==> config.mk <==
export PLATFORM = sky130hd
export DESIGN_NAME = w_ptr_handler
export DESIGN_NICKNAME = d
export VERILOG_FILES = /design/src/rtl/w_ptr_handler.sv
export SDC_FILE = /design/constraint.sdc
export NUM_CORES = 1
export LEC_CHECK = 0
export ABC_AREA = 1
export CORE_MARGIN = 3
export CORE_UTILIZATION = 35
export CTS_BUF_LIST = sky130_fd_sc_hd__clkbuf_8 sky130_fd_sc_hd__clkbuf_16
export CTS_CLUSTER_DIAMETER = 80
export CTS_CLUSTER_SIZE = 40
export DETAILED_ROUTE_END_ITERATION = 12
export PLACE_DENSITY = 0.61
export SYNTH_ARGS = -nofsm -noshare
export SYNTH_HDL_FRONTEND = slang
export SYNTH_SLANG_ARGS = --single-unit
export TNS_END_PERCENT = 100
==> constraint.sdc <==
create_clock -name W_CLK -period 2.1 [get_ports W_CLK]
set_input_delay 0.42 -clock W_CLK [delete_from_list [all_inputs] [get_ports W_CLK]]
set_output_delay 0.42 -clock W_CLK [all_outputs]
set_load 0.03 [all_outputs]
==> src/rtl/w_ptr_handler.sv <==
// Write-domain pointer and flag logic for an asynchronous FIFO.
// Keeps binary/Gray write pointers, FULL, ALMOST_FULL, fill level and a sticky OVERFLOW.
module w_ptr_handler #(
    parameter int unsigned PTR_WIDTH = 3,
    parameter int unsigned AF_THRESH = 2**PTR_WIDTH - 2
) (
    input  logic                 W_CLK,
    input  logic                 WRST_n,
    input  logic                 W_EN,
    input  logic [PTR_WIDTH:0]   G_RPTR_SYNC,
    input  logic                 OVF_CLR,
    output logic                 W_ACCEPT,
    output logic [PTR_WIDTH:0]   B_WPTR,
    output logic [PTR_WIDTH:0]   G_WPTR,
    output logic                 FULL,
    output logic                 ALMOST_FULL,
    output logic [PTR_WIDTH:0]   WLEVEL,
    output logic                 OVERFLOW
);

    localparam int unsigned AW = PTR_WIDTH + 1;

    logic [AW-1:0] b_wptr_q, b_wptr_d;
    logic [AW-1:0] g_wptr_q, g_wptr_d;
    logic [AW-1:0] wlevel_q, wlevel_d;
    logic          full_q, full_d;
    logic          afull_q, afull_d;
    logic          ovf_q, ovf_d;
    logic          accept_c;
    logic [AW-1:0] rptr_full_c;
    logic [AW-1:0] b_rsync_c;

    // Next-state terms; flags and level already include this edge's accepted write
    always_comb begin
        accept_c    = W_EN & ~full_q;
        b_wptr_d    = b_wptr_q + AW'(accept_c);
        g_wptr_d    = (b_wptr_d >> 1) ^ b_wptr_d;
        // Read pointer with the two MSBs flipped: equal Gray codes mean DEPTH apart
        rptr_full_c = G_RPTR_SYNC ^ (AW'(3) << (PTR_WIDTH - 1));
        full_d      = (g_wptr_d == rptr_full_c);
        b_rsync_c   = '0;
        for (int i = 0; i < int'(AW); i++) begin
            b_rsync_c[i] = ^(G_RPTR_SYNC >> i);
        end
        wlevel_d    = b_wptr_d - b_rsync_c;
        afull_d     = (32'(wlevel_d) >= AF_THRESH);
        ovf_d       = (W_EN & full_q) | (ovf_q & ~OVF_CLR);
    end

    // State registers
    always_ff @(posedge W_CLK or negedge WRST_n) begin
        if (!WRST_n) begin
            b_wptr_q <= '0;
            g_wptr_q <= '0;
            wlevel_q <= '0;
            full_q   <= 1'b0;
            afull_q  <= 1'b0;
            ovf_q    <= 1'b0;
        end else begin
            b_wptr_q <= b_wptr_d;
            g_wptr_q <= g_wptr_d;
            wlevel_q <= wlevel_d;
            full_q   <= full_d;
            afull_q  <= afull_d;
            ovf_q    <= ovf_d;
        end
    end

    assign W_ACCEPT    = accept_c;
    assign B_WPTR      = b_wptr_q;
    assign G_WPTR      = g_wptr_q;
    assign FULL        = full_q;
    assign ALMOST_FULL = afull_q;
    assign WLEVEL      = wlevel_q;
    assign OVERFLOW    = ovf_q;

endmodule

==> impl_metrics.toml <==
# generated from flow reports
[run_status]
status = "completed"

[critical_path]
critPathTopFamily = "adder cells"
path_class = "input port to register"
path_buffers = 2
worstSetupStartpoint = "G_RPTR_SYNC[1]"
path_cells = "clkdlybuf4s50_1 > xor2_2 > xor2_1 > ha_2 > fa_2 > inv_2 > nand2_1 > nand3_1"
r2r_slack_ns = 0.30
crit_arrival_ns = 2.14
cp_slowest_cell = "fa_2"
path_max_fanout = 2
regToRegEndpoint = "ALMOST_FULL$_DFF_PN0_"
reg2regPathDepth = 11
r2r-start = "FULL$_DFF_PN0_"
worst_setup_path_start_kind = "input port"
critical_path_depth = 8
slowest_delay_ns = 0.52

[clock_tree]
cts_buffers = 3
insertion_delay_ns = 0.24
cts_tree = "done"
htree_levels = 1
cts_hold_buf = 0
cts_num_sinks = 14

[synthesis]
synth-edff-count = 0
yosys_most_used_dff = "dfrtp_1"
syn-mean-instance-area_um2 = 8.60
ys_sh_aoi_pct = 2.31
ys_warn_count = 0
synthSimpleGateAreaFrac_pct = 22.8
synth_top_cell_by_count = "nand2_1"
yosys_area_um2 = 757
xor_share_pct = 7.77
numSynthFlops = 14
yosys.area_share.adder_pct = 10.9
fp_nets = 102
top_area_share_pct = 46.3
ys_seq_share_pct = 46.3
muxShareOfSynthArea_pct = 0
top_logic_kind = "simple AND/OR/NAND/NOR gates"

[worst_hold_path]
hold-path-endpoint = "OVERFLOW$_DFF_PN0_"
hp-start = "OVERFLOW$_DFF_PN0_"
hold_depth = 2
hold_class = "register to register"

[sta]
finClkSkew_ns = 0.000996
finalHoldViolations = 0
period_minus_slack_ns = 2.02
worst_pin_slew_ns = 0.608
hold-worst-slack_ns = 0.524
fin_crit_sh_pct = 96.1
rsz0062_at_grt = "no"

[die]
nWellTaps = 27
die_h_um = 52.5
dieArea_um2 = 2760
core_area_um2 = 2000
fp_util_pct = 37.8
core.rowCount = 16
ios = 24

[pwr]
p_sw_share_pct = 43.6
pwr-share-comb_pct = 69.3
p_switching_mw = 1.07
seq_power_mw = 0.501
power_frac_seq_pct = 20.3
p_leak_nw = 0.654
maxPowerGroup = "combinational logic"

[cells_and_area]
syn_to_final_growth_pct = 68.4
diodes = 0
seq_area_share_pct = 27.6
comb_share_pct = 30.8
final-comb-area_um2 = 393
final_nets = 149
mostFrequentLayoutCell = "nand2_1"
nFillCells = 168
drive_gt1_share_pct = 28.4
nonClockInverterCount = 18
flop_area_um2 = 352
layout.comb_gates.multi_input = 55
clkbuf_count = 4
final-clk-cell-share_pct = 4.32
num-nonclk-buffers = 43

[detailed_routing]
drc_errors = 0
num_vias = 712
routed_wl_um = 1690
first_pass_iters = 4
met3WireLength_um = 83
vias_per_cell = 4.42
ant_nets = 0

[placed_design]
hpwlAfterDp_um = 1400
place_congestion = 0.744
dp_cells = 155
dpl_cell_area_um2 = 1170

[job]
warnings = 26

[global_route]
grt_pass1_vias = 709
grt_max_degree = 15
antenna_found_initial = 0
grt_overflow_total = 0
**Port wiring**

Drawn at 10 px/um.
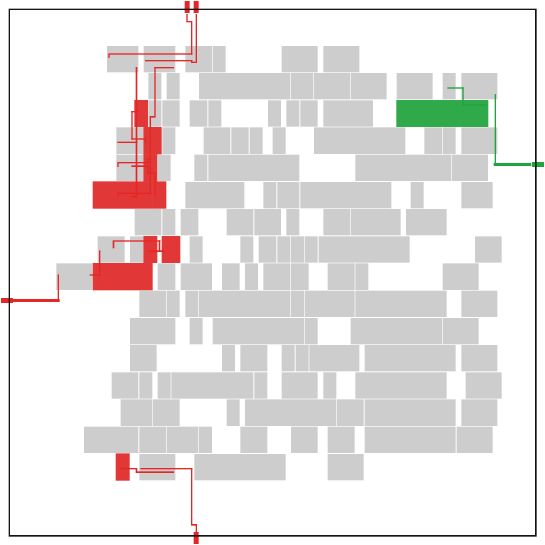
- green: `OVERFLOW` (bits 1; direction output; edge right; end cells 1; buffers 1; wire 15.9 um)
- red: `G_RPTR_SYNC` (bits 4; direction input; edge 2 top, 1 bottom, 1 left; end cells 9; buffers 7; wire 106 um)

**Gate families picked out**

Drawn at 10 px/um.
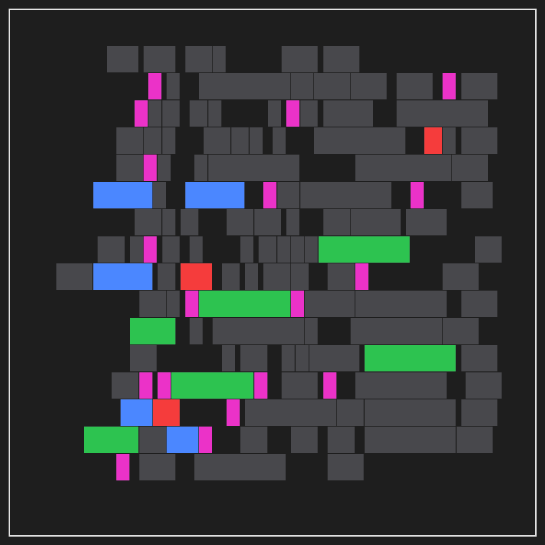
- magenta: inv cells (cells 18; most used inv_1)
- green: fa/ha/maj cells (cells 6; most used ha_4)
- red: aoi and oai cells (cells 3)
- blue: xor and xnor cells (cells 5; where middle left)

**Met2 routing**

Drawn at 6 px/um.
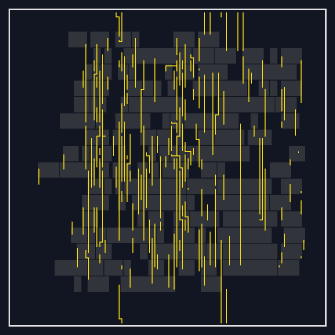
- wire length on this layer: 816 um
- main direction: vertical
- nets with wire on the layer: 123
- share of all routed wire: 48%
- longest straight run: 23.5 um

**Sequential cells colored by netlist name**

Drawn at 10 px/um.
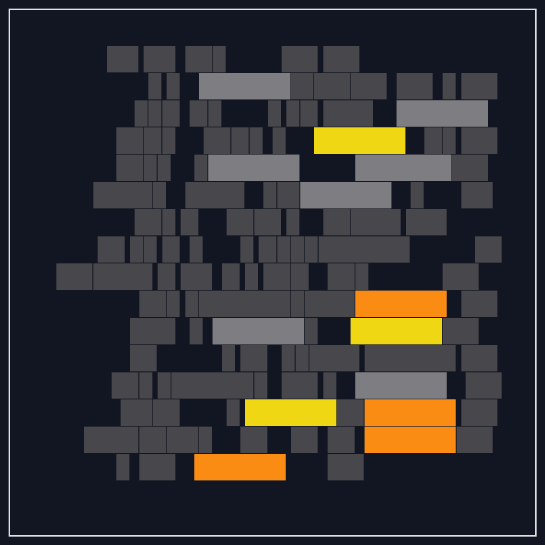
- orange: `WLEVEL` (flops 4; where lower right)
- yellow: `G_WPTR` (flops 3)

**Track usage over the die**

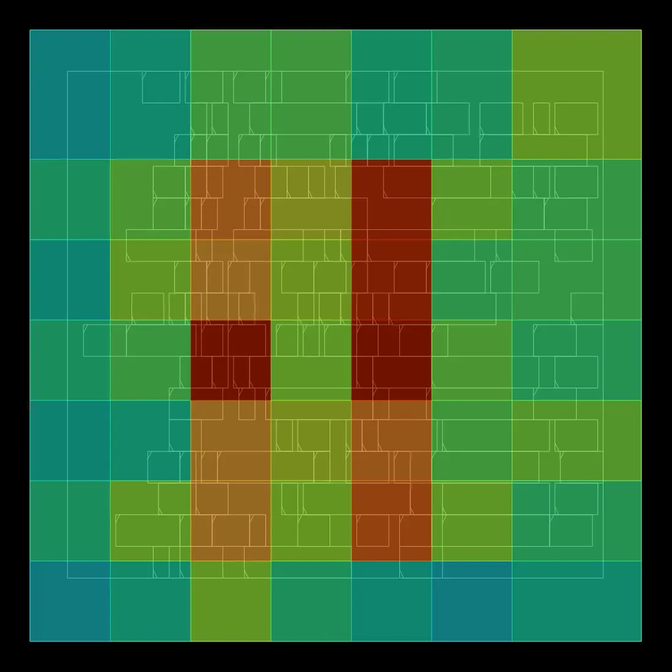
Core Util, Final: 63.7%
GRT Max-Usage Layer: met2
Tot GR Track Use: 15.0%
met2 Usage GRT: 24.0%

Power is estimated from default activity; no workload was simulated.
